File: config.mk
export PLATFORM = sky130hd
export DESIGN_NAME = csr_m_unit
export DESIGN_NICKNAME = d
export VERILOG_FILES = /design/src/rtl/core_pkg.sv /design/src/rtl/csr_counter64.sv /design/src/rtl/csr_m_unit.sv
export SDC_FILE = /design/constraint.sdc
export NUM_CORES = 1
export LEC_CHECK = 0
export ABC_AREA = 0
export CAP_MARGIN = 20
export CORE_UTILIZATION = 54
export DETAILED_ROUTE_END_ITERATION = 6
export PLACE_DENSITY_LB_ADDON = 0.15
export SLEW_MARGIN = 20
export SYNTH_ARGS = -nofsm -noshare
export SYNTH_HDL_FRONTEND = slang
export SYNTH_HIERARCHICAL = 1
export SYNTH_SLANG_ARGS = --single-unit
File: constraint.sdc
create_clock -name clk_i -period 3.5 [get_ports clk_i]
set_input_delay 0.525 -clock clk_i [delete_from_list [all_inputs] [get_ports clk_i]]
set_output_delay 0.525 -clock clk_i [all_outputs]
set_load 0.02 [all_outputs]
File: src/rtl/core_pkg.sv
// Shared machine-mode CSR definitions: operation codes, CSR addresses,
// mcause codes and bit positions inside mstatus/mie.
package core_pkg;

    typedef enum logic [2:0] {
        OpNone   = 3'd0,
        OpCSRRW  = 3'd1,
        OpCSRRS  = 3'd2,
        OpCSRRC  = 3'd3,
        OpEcall  = 3'd4,
        OpEbreak = 3'd5,
        OpMret   = 3'd6
    } csr_op_e;

    typedef enum logic [11:0] {
        CsrMstatus   = 12'h300,
        CsrMisa      = 12'h301,
        CsrMie       = 12'h304,
        CsrMtvec     = 12'h305,
        CsrMstatush  = 12'h310,
        CsrMscratch  = 12'h340,
        CsrMepc      = 12'h341,
        CsrMcause    = 12'h342,
        CsrMtval     = 12'h343,
        CsrMip       = 12'h344,
        CsrMcycle    = 12'hB00,
        CsrMinstret  = 12'hB02,
        CsrMcycleh   = 12'hB80,
        CsrMinstreth = 12'hB82,
        CsrMhartid   = 12'hF14
    } csr_addr_e;

    typedef enum logic [3:0] {
        IrqMSoft  = 4'd3,
        IrqMTimer = 4'd7,
        IrqMExt   = 4'd11
    } mcause_irq_e;

    typedef enum logic [3:0] {
        ExcIllegal    = 4'd2,
        ExcBreakpoint = 4'd3,
        ExcEcallM     = 4'd11
    } mcause_exc_e;

    localparam int MstatusMie  = 3;
    localparam int MstatusMpie = 7;
    localparam int MieMsie     = 3;
    localparam int MieMtie     = 7;
    localparam int MieMeie     = 11;

endpackage

File: src/rtl/csr_counter64.sv
// 64-bit event counter with per-half and full-width overwrite.
// A write in a cycle replaces the written part and drops that cycle's increment.
module csr_counter64 #(
    parameter int unsigned Xlen = 32
) (
    input  logic            clk_i,
    input  logic            rst_i,
    input  logic            inc_i,
    input  logic            wr_lo_i,
    input  logic            wr_hi_i,
    input  logic            wr_full_i,
    input  logic [Xlen-1:0] wdata_i,
    output logic [63:0]     count_o
);

    logic [63:0] cnt_q, cnt_d;

    always_comb begin
        cnt_d = cnt_q;
        if (wr_full_i) begin
            cnt_d = 64'(wdata_i);
        end else if (wr_lo_i) begin
            cnt_d[31:0] = wdata_i[31:0];
        end else if (wr_hi_i) begin
            cnt_d[63:32] = wdata_i[31:0];
        end else if (inc_i) begin
            cnt_d = cnt_q + 64'd1;
        end
    end

    always_ff @(posedge clk_i) begin
        if (rst_i) begin
            cnt_q <= '0;
        end else begin
            cnt_q <= cnt_d;
        end
    end

    assign count_o = cnt_q;

endmodule

File: src/rtl/csr_m_unit.sv
// Machine-mode CSR file with trap entry/exit, interrupt arbitration and counters.
// Outputs are combinational from inputs and state; all state moves on the next edge.
module csr_m_unit
    import core_pkg::*;
#(
    parameter int unsigned Xlen       = 32,
    parameter int unsigned MHartId    = 0,
    parameter bit          VectoredEn = 1'b1,
    parameter bit          CounterEn  = 1'b1
) (
    input  logic            clk_i,
    input  logic            rst_i,
    input  logic            valid_i,
    input  csr_op_e         csr_op_i,
    input  logic            rs1_zero_i,
    input  logic [Xlen-1:0] rs1_data_i,
    input  logic [11:0]     csr_addr_i,
    input  logic [Xlen-1:0] pc_i,
    input  logic            retire_i,
    input  logic            irq_sw_i,
    input  logic            irq_timer_i,
    input  logic            irq_ext_i,
    output logic [Xlen-1:0] rd_data_o,
    output logic            raise_trap_o,
    output logic [Xlen-1:0] trap_vector_o,
    output logic            illegal_o
);

    localparam logic [Xlen-1:0] MisaVal =
        {((Xlen == 32) ? 2'b01 : 2'b10), {(Xlen-11){1'b0}}, 9'h100};
    localparam logic [Xlen-1:0] EpcMask = (Xlen == 32) ? ~Xlen'(3) : ~Xlen'(1);

    // mie/mip bit order below is {MEI, MTI, MSI}
    logic            mst_mie_q, mst_mie_d, mst_mpie_q, mst_mpie_d;
    logic [2:0]      mie_q, mie_d, mip_q, mip_d;
    logic [Xlen-1:0] mtvec_q, mtvec_d, mscratch_q, mscratch_d, mepc_q, mepc_d;
    logic [Xlen-1:0] mcause_q, mcause_d, mtval_q, mtval_d;

    logic            csr_access, wr_req, addr_ok, illegal, irq_take, trap, do_mret, csr_wr;
    logic            is_ecall, is_ebreak;
    logic [2:0]      irq_vec;
    mcause_irq_e     irq_code;
    logic [Xlen-1:0] old_val, wdata, base;
    logic [63:0]     cyc_cnt, ret_cnt, cyc_val, ret_val;
    logic            cyc_wr_lo, cyc_wr_hi, ret_wr_lo, ret_wr_hi;

    assign cyc_val = CounterEn ? cyc_cnt : 64'd0;
    assign ret_val = CounterEn ? ret_cnt : 64'd0;

    always_comb begin
        csr_access = valid_i && (csr_op_i inside {OpCSRRW, OpCSRRS, OpCSRRC});
        wr_req     = csr_access && ((csr_op_i == OpCSRRW) || !rs1_zero_i);
        addr_ok    = 1'b1;
        old_val    = '0;
        case (csr_addr_i)
            CsrMhartid:   old_val = Xlen'(MHartId);
            CsrMstatus: begin
                old_val[MstatusMie]  = mst_mie_q;
                old_val[MstatusMpie] = mst_mpie_q;
                old_val[12:11]       = 2'b11;
            end
            CsrMisa:      old_val = MisaVal;
            CsrMie: begin
                old_val[MieMsie] = mie_q[0];
                old_val[MieMtie] = mie_q[1];
                old_val[MieMeie] = mie_q[2];
            end
            CsrMtvec:     old_val = mtvec_q;
            CsrMstatush:  addr_ok = (Xlen == 32);
            CsrMscratch:  old_val = mscratch_q;
            CsrMepc:      old_val = mepc_q;
            CsrMcause:    old_val = mcause_q;
            CsrMtval:     old_val = mtval_q;
            CsrMip: begin
                old_val[MieMsie] = mip_q[0];
                old_val[MieMtie] = mip_q[1];
                old_val[MieMeie] = mip_q[2];
            end
            CsrMcycle:    old_val = cyc_val[Xlen-1:0];
            CsrMinstret:  old_val = ret_val[Xlen-1:0];
            CsrMcycleh: begin
                addr_ok = (Xlen == 32);
                old_val = Xlen'(cyc_val[63:32]);
            end
            CsrMinstreth: begin
                addr_ok = (Xlen == 32);
                old_val = Xlen'(ret_val[63:32]);
            end
            default:      addr_ok = 1'b0;
        endcase

        illegal   = csr_access && (!addr_ok || (wr_req && (csr_addr_i[11:10] == 2'b11)));
        irq_vec   = mie_q & mip_q;
        irq_take  = valid_i && mst_mie_q && (|irq_vec);
        irq_code  = irq_vec[2] ? IrqMExt : (irq_vec[0] ? IrqMSoft : IrqMTimer);
        is_ecall  = valid_i && (csr_op_i == OpEcall);
        is_ebreak = valid_i && (csr_op_i == OpEbreak);
        trap      = irq_take || illegal || is_ecall || is_ebreak;
        do_mret   = valid_i && (csr_op_i == OpMret) && !irq_take;
        csr_wr    = wr_req && !illegal && !irq_take;

        case (csr_op_i)
            OpCSRRS: wdata = old_val | rs1_data_i;
            OpCSRRC: wdata = old_val & ~rs1_data_i;
            default: wdata = rs1_data_i;
        endcase
        base = {mtvec_q[Xlen-1:2], 2'b00};

        rd_data_o     = csr_access ? old_val : '0;
        illegal_o     = illegal;
        raise_trap_o  = trap || do_mret;
        trap_vector_o = '0;
        if (do_mret) begin
            trap_vector_o = mepc_q;
        end else if (trap) begin
            trap_vector_o = (irq_take && mtvec_q[0]) ? base + Xlen'({irq_code, 2'b00}) : base;
        end
    end

    always_comb begin
        mst_mie_d  = mst_mie_q;
        mst_mpie_d = mst_mpie_q;
        mie_d      = mie_q;
        mip_d      = {irq_ext_i, irq_timer_i, irq_sw_i};
        mtvec_d    = mtvec_q;
        mscratch_d = mscratch_q;
        mepc_d     = mepc_q;
        mcause_d   = mcause_q;
        mtval_d    = mtval_q;
        if (trap) begin
            mepc_d     = pc_i & EpcMask;
            mcause_d   = irq_take ? {1'b1, {(Xlen-5){1'b0}}, irq_code}
                       : Xlen'(illegal ? ExcIllegal : (is_ecall ? ExcEcallM : ExcBreakpoint));
            mtval_d    = (!irq_take && is_ebreak) ? pc_i : '0;
            mst_mpie_d = mst_mie_q;
            mst_mie_d  = 1'b0;
        end else if (do_mret) begin
            mst_mie_d  = mst_mpie_q;
            mst_mpie_d = 1'b1;
        end else if (csr_wr) begin
            case (csr_addr_i)
                CsrMstatus: begin
                    mst_mie_d  = wdata[MstatusMie];
                    mst_mpie_d = wdata[MstatusMpie];
                end
                CsrMie:      mie_d      = {wdata[MieMeie], wdata[MieMtie], wdata[MieMsie]};
                CsrMtvec:    mtvec_d    = {wdata[Xlen-1:2], 1'b0, VectoredEn & wdata[0]};
                CsrMscratch: mscratch_d = wdata;
                CsrMepc:     mepc_d     = wdata & EpcMask;
                CsrMcause:   mcause_d   = wdata;
                CsrMtval:    mtval_d    = wdata;
                default: ;
            endcase
        end
    end

    always_ff @(posedge clk_i) begin
        if (rst_i) begin
            mst_mie_q  <= 1'b0;
            mst_mpie_q <= 1'b0;
            mie_q      <= '0;
            mip_q      <= '0;
            mtvec_q    <= '0;
            mscratch_q <= '0;
            mepc_q     <= '0;
            mcause_q   <= '0;
            mtval_q    <= '0;
        end else begin
            mst_mie_q  <= mst_mie_d;
            mst_mpie_q <= mst_mpie_d;
            mie_q      <= mie_d;
            mip_q      <= mip_d;
            mtvec_q    <= mtvec_d;
            mscratch_q <= mscratch_d;
            mepc_q     <= mepc_d;
            mcause_q   <= mcause_d;
            mtval_q    <= mtval_d;
        end
    end

    // Low-half address doubles as the full-width write when Xlen is 64
    assign cyc_wr_lo = CounterEn && csr_wr && (csr_addr_i == CsrMcycle);
    assign cyc_wr_hi = CounterEn && (Xlen == 32) && csr_wr && (csr_addr_i == CsrMcycleh);
    assign ret_wr_lo = CounterEn && csr_wr && (csr_addr_i == CsrMinstret);
    assign ret_wr_hi = CounterEn && (Xlen == 32) && csr_wr && (csr_addr_i == CsrMinstreth);

    csr_counter64 #(.Xlen(Xlen)) u_mcycle (
        .clk_i     (clk_i),
        .rst_i     (rst_i),
        .inc_i     (CounterEn && !cyc_wr_lo && !cyc_wr_hi),
        .wr_lo_i   ((Xlen == 32) && cyc_wr_lo),
        .wr_hi_i   (cyc_wr_hi),
        .wr_full_i ((Xlen == 64) && cyc_wr_lo),
        .wdata_i   (wdata),
        .count_o   (cyc_cnt)
    );

    csr_counter64 #(.Xlen(Xlen)) u_minstret (
        .clk_i     (clk_i),
        .rst_i     (rst_i),
        .inc_i     (CounterEn && retire_i && !ret_wr_lo && !ret_wr_hi),
        .wr_lo_i   ((Xlen == 32) && ret_wr_lo),
        .wr_hi_i   (ret_wr_hi),
        .wr_full_i ((Xlen == 64) && ret_wr_lo),
        .wdata_i   (wdata),
        .count_o   (ret_cnt)
    );

endmodule
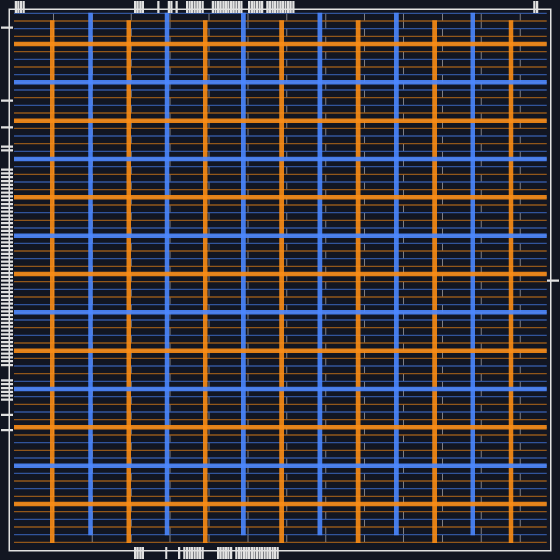
*PDN straps and rails*
Pins as bars on the die edge. Tap cells in gray.
Key: VSS = orange; VDD = blue
13 straps on met5. 461 tap cells. 70 met1 rails follow the rows. The core has 69 rows. 153 signal pins sit on the boundary.

==> flow_summary.yaml <==
# yosys + openroad results
drt:
  met3WireLength_mm: 13.8
  drt_wl_total_mm: 94.5
  dr_wl_met2_mm: 40.2
  drc: 9
  viasPerCell: 7.08
  routed.top_layer: "met5"
  first_pass_iters: 7
die:
  die_h_um: 192
  fp_util_pct: 54.7
  die_area_sq_um: 36700
final_timing:
  setup_tns_ns: -0.115
  min_period_ns: 3.58
  whs_ns: 0.400
  setup-violations-final: 3
  timing.final.ws_setup_ns: -0.0812
grt:
  use_met2_pct: 75.0
  grt_antenna_before_repair: 7
  grt_pass1_wl_mm: 137
  grt_max_degree: 59
synth:
  ys_sh_adder_pct: 0.322
  yosysWarningCount: 6
  synth.cellmix.compoundShare_pct: 24.7
  edf_count: 0
  ys_chip_area_sq_um: 19400
  syn_area_sq_um: 19400
  topCellsByArea: "dfxtp_1 (30%), nand2_1 (6.9%), nor2_1 (4.5%), a21oi_1 (3.8%), mux2_2 (3.7%)"
  yosys.cell_types.count: 84
placed_design:
  place_ws_ns: -0.570
  port_buffers: 150
  routabilityCongestion: 1.07
power:
  powerSeq_uw: 3640
  power.group.top: "clock"
  powerDensity_nw_per_um2: 351
  p_clk_uw: 3970
  cellLeakagePower_uw: 0.00913
  power_switching_uw: 2620
critical_path:
  worstSetupPathType: "flip-flop to output port"
  critPathArrivalTime_ns: 3.06
  start_kind: "flip-flop"
  rr_startpoint: "mie_q[0]"
  slowest_delay_ns: 0.33
  endpoint: "trap_vector_o[21]"
  worst_ep_required_time_ns: 2.97
  critical_path.cell_chain: "and2_4 -> a21oi_4 -> ha_4 -> o21a_1 -> o21a_1 -> o2111ai_2 -> buf_4 -> nor2_4 -> and3_4 -> xnor2_2 -> o21ai_1 -> buf_4"
cells_and_area:
  final-clk-cell-share_pct: 4.82
  buf_share_pct: 19.0
  fin_area_sq_um: 25600
  nFillCells: 2863
  logic_area_sq_um: 12900
  clkbuf_count: 48
  num-nets-final: 2984
  largest_class: "logic gates"
  n_all_buffers: 538
  inverters: 35
clock_tree:
  cts_sinks: 293
  cts_resized: 195
  ctsHtreeMaxLevel: 2
  cts_buffers: 36
outcome:
  violations: "design-rule violations, negative setup slack"
  status: "finished, violations left"
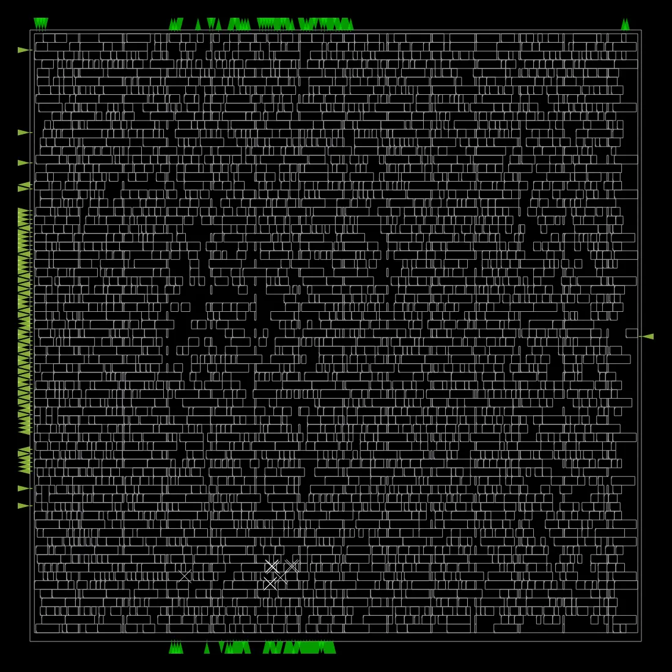
*Cell outlines without signal wires*
Rows: 69
tap cells: 461
flop count: 293
flop share of the area: 22.9%
Final Non-Filler Cells: 3,382

## worst min-delay path by stage
stage,from,end,depth (start not counted)
floorplan,mscratch_q[27],mscratch_q[27],2
global placement,mcause_q[28],mcause_q[28],2
detailed placement,mscratch_q[19],mscratch_q[19],2
CTS,rst_i,mip_q[0],2
global route,rst_i,mip_q[0],2
finish,rst_i,mip_q[0],2
## worst register-to-register path, stage by stage (launching register included)
cell and delay, ns:
dfxtp_1 0.38, buf_4 0.14, a222oi_1 0.06, buf_4 0.17
nor3b_2 0.20, nor2_1 0.08, and2_2 0.26, nand3_1 0.26
and2_2 0.35, buf_4 0.19, nor2b_1 0.56, nand4_1 0.23
xor2_1 0.20, a211oi_1 0.25
No activity file was given, so power comes from the tool's default toggle rates.
